### Met4 routing, run 1

(3 px per um) Supply wires on this layer in grey.
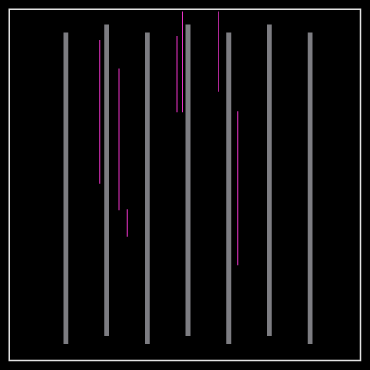
### Routing congestion, run 1

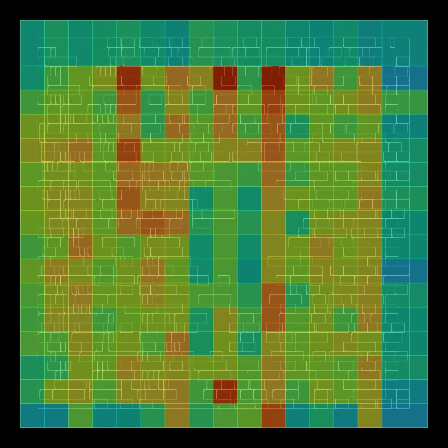
### Wires at chosen ports, followed through buffers, run 1

(2 px per um)
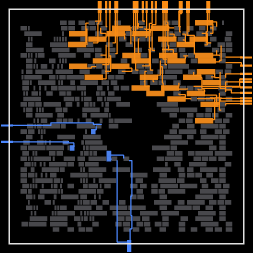
==> config.mk <==
export PLATFORM = sky130hd
export DESIGN_NAME = ahb2apb_bridge
export DESIGN_NICKNAME = d
export VERILOG_FILES = /design/src/rtl/ahb_apb_pkg.sv /design/src/rtl/ahb2apb_addr_decode.sv /design/src/rtl/ahb2apb_bridge.sv
export SDC_FILE = /design/constraint.sdc
export NUM_CORES = 1
export LEC_CHECK = 0
export CORE_MARGIN = 5
export CORE_UTILIZATION = 36
export CTS_CLUSTER_DIAMETER = 50
export DETAILED_ROUTE_END_ITERATION = 12
export PLACE_DENSITY_LB_ADDON = 0.15
export SYNTH_ARGS = -nofsm -noshare
export SYNTH_HDL_FRONTEND = slang
export SYNTH_SLANG_ARGS = --single-unit
==> constraint.sdc <==
create_clock -name hclk -period 1.87 [get_ports hclk]
set_clock_uncertainty 0.05 [all_clocks]
set_input_delay 0.187 -clock hclk [delete_from_list [all_inputs] [get_ports hclk]]
set_output_delay 0.187 -clock hclk [all_outputs]
set_load 0.005 [all_outputs]
==> src/rtl/ahb_apb_pkg.sv <==
// ---------------------------------------------------------------------------
// ahb_apb_pkg
// Shared types and constants for the AHB-Lite to APB3 bridge:
//   htrans_e       - AHB transfer type encoding
//   HRESP_*        - AHB response codes
//   bridge_state_e - bridge FSM states
//   HSIZE_WORD     - widest transfer size the bridge forwards (32-bit)
// ---------------------------------------------------------------------------
package ahb_apb_pkg;

  typedef enum logic [1:0] {
    HTRANS_IDLE   = 2'b00,
    HTRANS_BUSY   = 2'b01,
    HTRANS_NONSEQ = 2'b10,
    HTRANS_SEQ    = 2'b11
  } htrans_e;

  localparam logic [1:0] HRESP_OKAY  = 2'b00;
  localparam logic [1:0] HRESP_ERROR = 2'b01;

  typedef enum logic [2:0] {
    ST_IDLE,
    ST_WDATA,
    ST_SETUP,
    ST_ACCESS,
    ST_DONE,
    ST_ERR1,
    ST_ERR2
  } bridge_state_e;

  localparam logic [2:0] HSIZE_WORD = 3'b010;

  // Only NONSEQ and SEQ beats carry a real transfer.
  function automatic logic is_active_trans(input htrans_e t);
    return (t == HTRANS_NONSEQ) || (t == HTRANS_SEQ);
  endfunction

endpackage

==> src/rtl/ahb2apb_addr_decode.sv <==
// ---------------------------------------------------------------------------
// ahb2apb_addr_decode
// Purely combinational slave decoder.
//   idx_i          - slave index taken from the upper address bits
//   psel_o         - one-hot select for the addressed slave (zero if none)
//   out_of_range_o - index does not map to an existing slave
// ---------------------------------------------------------------------------
module ahb2apb_addr_decode #(
  parameter int NUM_SLAVES = 4,
  parameter int IDX_W      = 20
) (
  input  logic [IDX_W-1:0]      idx_i,
  output logic [NUM_SLAVES-1:0] psel_o,
  output logic                  out_of_range_o
);

  // Comparisons are done at 33 bits so that a narrow index field never
  // truncates the slave count and aliases onto a valid slave.
  genvar gi;
  generate
    for (gi = 0; gi < NUM_SLAVES; gi++) begin : g_sel
      assign psel_o[gi] = (33'(idx_i) == 33'(gi));
    end
  endgenerate

  assign out_of_range_o = (33'(idx_i) >= 33'(NUM_SLAVES));

endmodule

==> src/rtl/ahb2apb_bridge.sv <==
// ---------------------------------------------------------------------------
// ahb2apb_bridge
// AHB-Lite slave to APB3 master bridge. Each accepted AHB beat becomes one
// APB SETUP/ACCESS transfer; the AHB data phase is stretched with hreadyout.
// Ports:
//   hclk, hresetn        - clock, asynchronous active-low reset
//   hsel..hwdata         - AHB-Lite slave inputs (hburst is ignored)
//   hreadyout/hresp/hrdata - AHB-Lite slave response
//   paddr..penable       - APB3 master request, psel one-hot per slave
//   prdata/pready/pslverr - APB3 completion
// ---------------------------------------------------------------------------
module ahb2apb_bridge #(
  parameter int NUM_SLAVES   = 4,
  parameter int SLV_ADDR_LSB = 12
) (
  input  logic                  hclk,
  input  logic                  hresetn,
  input  logic                  hsel,
  input  logic [31:0]           haddr,
  input  logic                  hwrite,
  input  logic [2:0]            hsize,
  input  logic [2:0]            hburst,
  input  logic [1:0]            htrans,
  input  logic                  hreadyin,
  input  logic [31:0]           hwdata,
  output logic                  hreadyout,
  output logic [1:0]            hresp,
  output logic [31:0]           hrdata,
  output logic [31:0]           paddr,
  output logic                  pwrite,
  output logic [31:0]           pwdata,
  output logic [NUM_SLAVES-1:0] psel,
  output logic                  penable,
  input  logic [31:0]           prdata,
  input  logic                  pready,
  input  logic                  pslverr
);

  import ahb_apb_pkg::*;

  localparam int IDX_W = 32 - SLV_ADDR_LSB;

  bridge_state_e         state_q, state_d;
  logic [31:0]           paddr_q;
  logic                  pwrite_q;
  logic [31:0]           pwdata_q;
  logic [31:0]           hrdata_q;
  logic [NUM_SLAVES-1:0] sel_q;

  logic [NUM_SLAVES-1:0] sel_dec;
  logic                  out_of_range;
  logic                  can_accept;
  logic                  accept;
  logic                  illegal;

  // Every beat is handled on its own, so the burst type carries no information.
  logic unused_hburst;
  assign unused_hburst = ^hburst;

  ahb2apb_addr_decode #(
    .NUM_SLAVES (NUM_SLAVES),
    .IDX_W      (IDX_W)
  ) u_decode (
    .idx_i          (haddr[31:SLV_ADDR_LSB]),
    .psel_o         (sel_dec),
    .out_of_range_o (out_of_range)
  );

  // A new address phase can only be taken while hreadyout is high, i.e. in
  // the states that end a data phase (or have none pending).
  assign can_accept = (state_q == ST_IDLE) || (state_q == ST_DONE) ||
                      (state_q == ST_ERR2);
  assign accept     = can_accept & hsel & hreadyin &
                      is_active_trans(htrans_e'(htrans));
  assign illegal    = out_of_range | (hsize > HSIZE_WORD);

  // -------------------------------------------------------------------------
  // FSM: state register
  // -------------------------------------------------------------------------
  always_ff @(posedge hclk or negedge hresetn) begin
    if (!hresetn) begin
      state_q <= ST_IDLE;
    end else begin
      state_q <= state_d;
    end
  end

  // -------------------------------------------------------------------------
  // FSM: next state
  // -------------------------------------------------------------------------
  always_comb begin
    state_d = state_q;
    unique case (state_q)
      ST_IDLE, ST_DONE, ST_ERR2: begin
        if (accept) begin
          if (illegal) begin
            state_d = ST_ERR1;
          end else if (hwrite) begin
            state_d = ST_WDATA;
          end else begin
            state_d = ST_SETUP;
          end
        end else begin
          state_d = ST_IDLE;
        end
      end
      ST_WDATA:  state_d = ST_SETUP;
      ST_SETUP:  state_d = ST_ACCESS;
      ST_ACCESS: begin
        // Slave error wins over a clean completion when both arrive together.
        if (pready) begin
          state_d = pslverr ? ST_ERR1 : ST_DONE;
        end
      end
      ST_ERR1:   state_d = ST_ERR2;
      default:   state_d = ST_IDLE;
    endcase
  end

  // -------------------------------------------------------------------------
  // FSM: outputs (pure function of state so reset takes effect at once)
  // -------------------------------------------------------------------------
  always_comb begin
    hreadyout = 1'b1;
    hresp     = HRESP_OKAY;
    psel      = '0;
    penable   = 1'b0;
    unique case (state_q)
      ST_WDATA: begin
        hreadyout = 1'b0;
      end
      ST_SETUP: begin
        hreadyout = 1'b0;
        psel      = sel_q;
      end
      ST_ACCESS: begin
        hreadyout = 1'b0;
        psel      = sel_q;
        penable   = 1'b1;
      end
      ST_ERR1: begin
        hreadyout = 1'b0;
        hresp     = HRESP_ERROR;
      end
      ST_ERR2: begin
        hresp     = HRESP_ERROR;
      end
      default: begin
      end
    endcase
  end

  // -------------------------------------------------------------------------
  // Datapath registers
  // -------------------------------------------------------------------------
  always_ff @(posedge hclk or negedge hresetn) begin
    if (!hresetn) begin
      paddr_q  <= '0;
      pwrite_q <= 1'b0;
      pwdata_q <= '0;
      hrdata_q <= '0;
      sel_q    <= '0;
    end else begin
      if (accept) begin
        paddr_q  <= haddr;
        pwrite_q <= hwrite;
        // An error beat never reaches APB, so keep its select vector empty.
        sel_q    <= illegal ? '0 : sel_dec;
      end
      // hwdata belongs to the data phase, which is the WDATA cycle.
      if (state_q == ST_WDATA) begin
        pwdata_q <= hwdata;
      end
      // Read data is captured even on a slave error.
      if ((state_q == ST_ACCESS) && pready && !pwrite_q) begin
        hrdata_q <= prdata;
      end
    end
  end

  assign paddr  = paddr_q;
  assign pwrite = pwrite_q;
  assign pwdata = pwdata_q;
  assign hrdata = hrdata_q;

endmodule
==> results_slide.txt, run 1 <==
Run Summary

Placement
  • Placer Congestion: 0.781
  • Port Buf Inserts: 210

Global routing
  • Initial antenna violation count: 0

Setup path
  • CP Data Arrival Time: 2.01 ns
  • Critical path depth: 7
  • RR Endpoint: paddr[20]
  • Worst setup path start: state_q[1]

Detailed routing
  • Detail Route Antenna Nets: 0
  • DRC viols: 0

Outcome
  • Status: finished clean

Die
  • Row cnt: 39
  • Die Wd: 117 um

Synthesis
  • Post-Syn Instances: 330
  • Top logic family: multiplexers

Pwr
  • Worst VDD drop: 0.670 mV

Timing
  • Tmin final: 1.83 ns

Final layout
  • FF+latch area: 2600 sq um
  • Layout cell share with drive strength beyond 1: 0.187

Clock tree
  • Clock Tree Buf Depth: 2
  • Root Buffer: clkbuf_16
Back to the opening pictures, 'Met4 routing':
longest straight run: 51.0 um
nets with wire on the layer: 5
wire length on this layer: 239 um

Back to the opening pictures, 'Routing congestion':
GRT busiest layer: met2
met2 GRT Util: 0.258
global-route met1 utilization: 0.196
Global Route met3 Usage: 0.0617

Back to the opening pictures, 'Wires at chosen ports, followed through buffers':
| port | colour | bits | direction | edge | end cells | buffers | wire |
|---|---|---|---|---|---|---|---|
| psel | blue | 4 | output | 2 left, 2 bottom | 4 | 4 | 185 um |
| pwdata | orange | 32 | output | 22 top, 10 right | 32 | 32 | 852 um |

## run 1: routing by layer
metal	GRT usage	vias to the layer above
met2	0.258	137
met4	0.0635	0
met1	0.196	1536
li1	-	1535
met5	0	-
met3	0.0617	18
## run 1: final cells by class
class                   instances  area share
clock inverters                 5      0.0120
multi-input cells             207       0.205
flip-flops and latches        104       0.383
well taps                     143      0.0263
repair buffers                228       0.339
inverters                       1    0.000552
clock buffers                  10      0.0351
## run 1: power breakdown
part | total, mW | internal, mW | switching [mW]
Combinational | 4.51 | 3.07 | 1.44
Clock | 2.00 | 1.20 | 0.798
Sequential | 3.86 | 3.33 | 0.538
## run 1: flip-flops by register name, indices dropped and copies added (netlist names)
name and cells:
hrdata 32, paddr 32, pwdata 32, pwrite 1, sel_q 4, state_q 3
==> inputs of run 2 (changes only) <==
- ABC_AREA: default -> 1
### Wires at chosen ports, followed through buffers, run 2

(2 px per um)
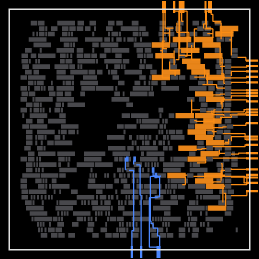
| port | colour | bits | direction | edge | end cells | buffers | wire |
|---|---|---|---|---|---|---|---|
| pwdata | orange | 32 | output | 23 right, 9 top | 32 | 32 | 788 um |
| psel | blue | 4 | output | bottom | 4 | 4 | 193 um |
Port Buf Inserts: 210
Boundary Pins: 216

### Clock distribution, run 2

(3 px per um)
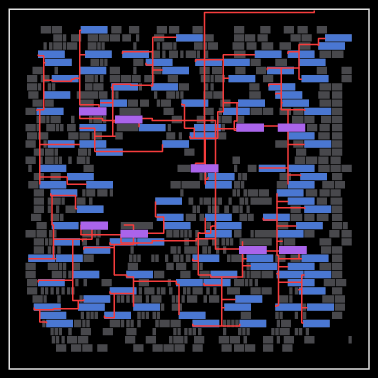
[cells driving clock nets] purple | count: 9
[clock wires] red | length: 1250 um
[flip-flops] blue | count: 104
routed clock nets: 10
flops lie: widely spread

==> run 2 against run 1 <==
Against the previous run: critical path depth fell by 4; worst setup slack improved by 0.035 ns; maximum frequency rose by 1.9%; die area rose by 5.0%; worst hold slack improved by 0.010 ns; synthesized cell count rose by 28%; global-route usage rose by 0.060 points; area after synthesis rose by 5.5%; non-clock buffer count fell by 6; largest power group unchanged.
==> results_slide.txt, run 2 <==
Run Summary

Outcome
  • Status: finished clean

Pwr
  • Net Sw Frac: 0.290 (+0.0217)
  • Internal Pwr Total: 7.31 mW (-3.7%)
  • Flop+latch power: 3.87 mW (about the same)
  • Sw power: 2.98 mW (+7.3%)
  • Clk pwr: 2.02 mW (about the same)
  • Comb. pwr: 4.40 mW (-2%)
  • Clock power frac: 0.196 (+0.003)
  • Worst VDD drop: 1.01 mV (+51%)
  • Reg power frac: 0.376 (+0.004)
  • Top Consumer: combinational cells

Clock tree
  • Worst-path clk slew: 0.07 ns
  • Clock Tree Buf Depth: 2 (unchanged)

Detailed routing
  • Detail Route Antenna Nets: 0 (unchanged)

Timing
  • Tmin final: 1.79 ns (-0.0346 ns)

Global routing
  • Global-route met1 utilization: 0.185 (-0.0109)
  • Initial antenna violation count: 0 (unchanged)
  • GRT busiest layer: met2

Final layout
  • FF+latch area: 2600 sq um (about the same)
  • Layout cell share with drive strength beyond 1: 0.107 (-0.0799)
  • Commonest Layout Cell: clkdlybuf4s50_1

Placement
  • Placer Congestion: 0.778 (-0.42%)

Die
  • Row cnt: 40 (+2.6%)
  • Die Wd: 119 um (+2.5%)

Setup path
  • CP Data Arrival Time: 1.55 ns (-0.46 ns)

Synthesis
  • Top logic family: simple AND/OR/NAND/NOR gates
### Routing congestion, run 2

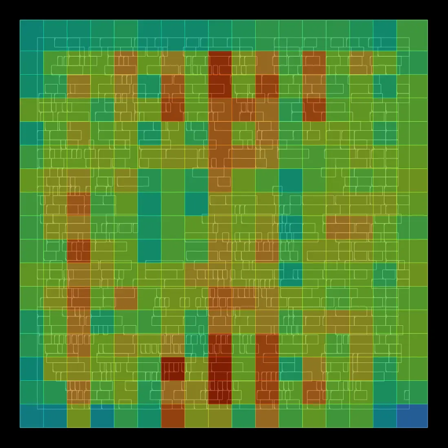
Final Core Density: 0.587
Total GRT Usage: 0.161
Global Route met3 Usage: 0.0636
WL/cell: 14.4 um
met2 GRT Util: 0.280

run 2: critical path, cell delays in order, from the launching register on:
cell,delay [ns]
dfrtp_1,0.40
buf_4,0.15
a21oi_1,0.12
clkdlybuf4s50_1,0.55
run 2: worst paths after layout:
path                       startpoint         to  slack [ns]  cells past startpoint
max in group asynchronous     hresetn   paddr[7]        0.77                      3
max                        state_q[1]  hreadyout        0.08                      3
max reg2reg                state_q[1]  paddr[13]        0.22                      7
min                           hresetn  paddr[29]        0.32                      2
min in group hclk            haddr[4]   paddr[4]        0.33                      3
min reg2reg                 paddr[22]  paddr[22]        0.42                      2
run 2: final cells by class:
type,instances,area share
Sequential cell,104,0.374
Multi-Input combinational cell,252,0.202
Clock buffer,11,0.0349
Clock inverter,5,0.0115
Tap cell,147,0.0264
Timing Repair Buffer,222,0.326
Inverter,48,0.0259
Power and IR drop assume default switching activity.
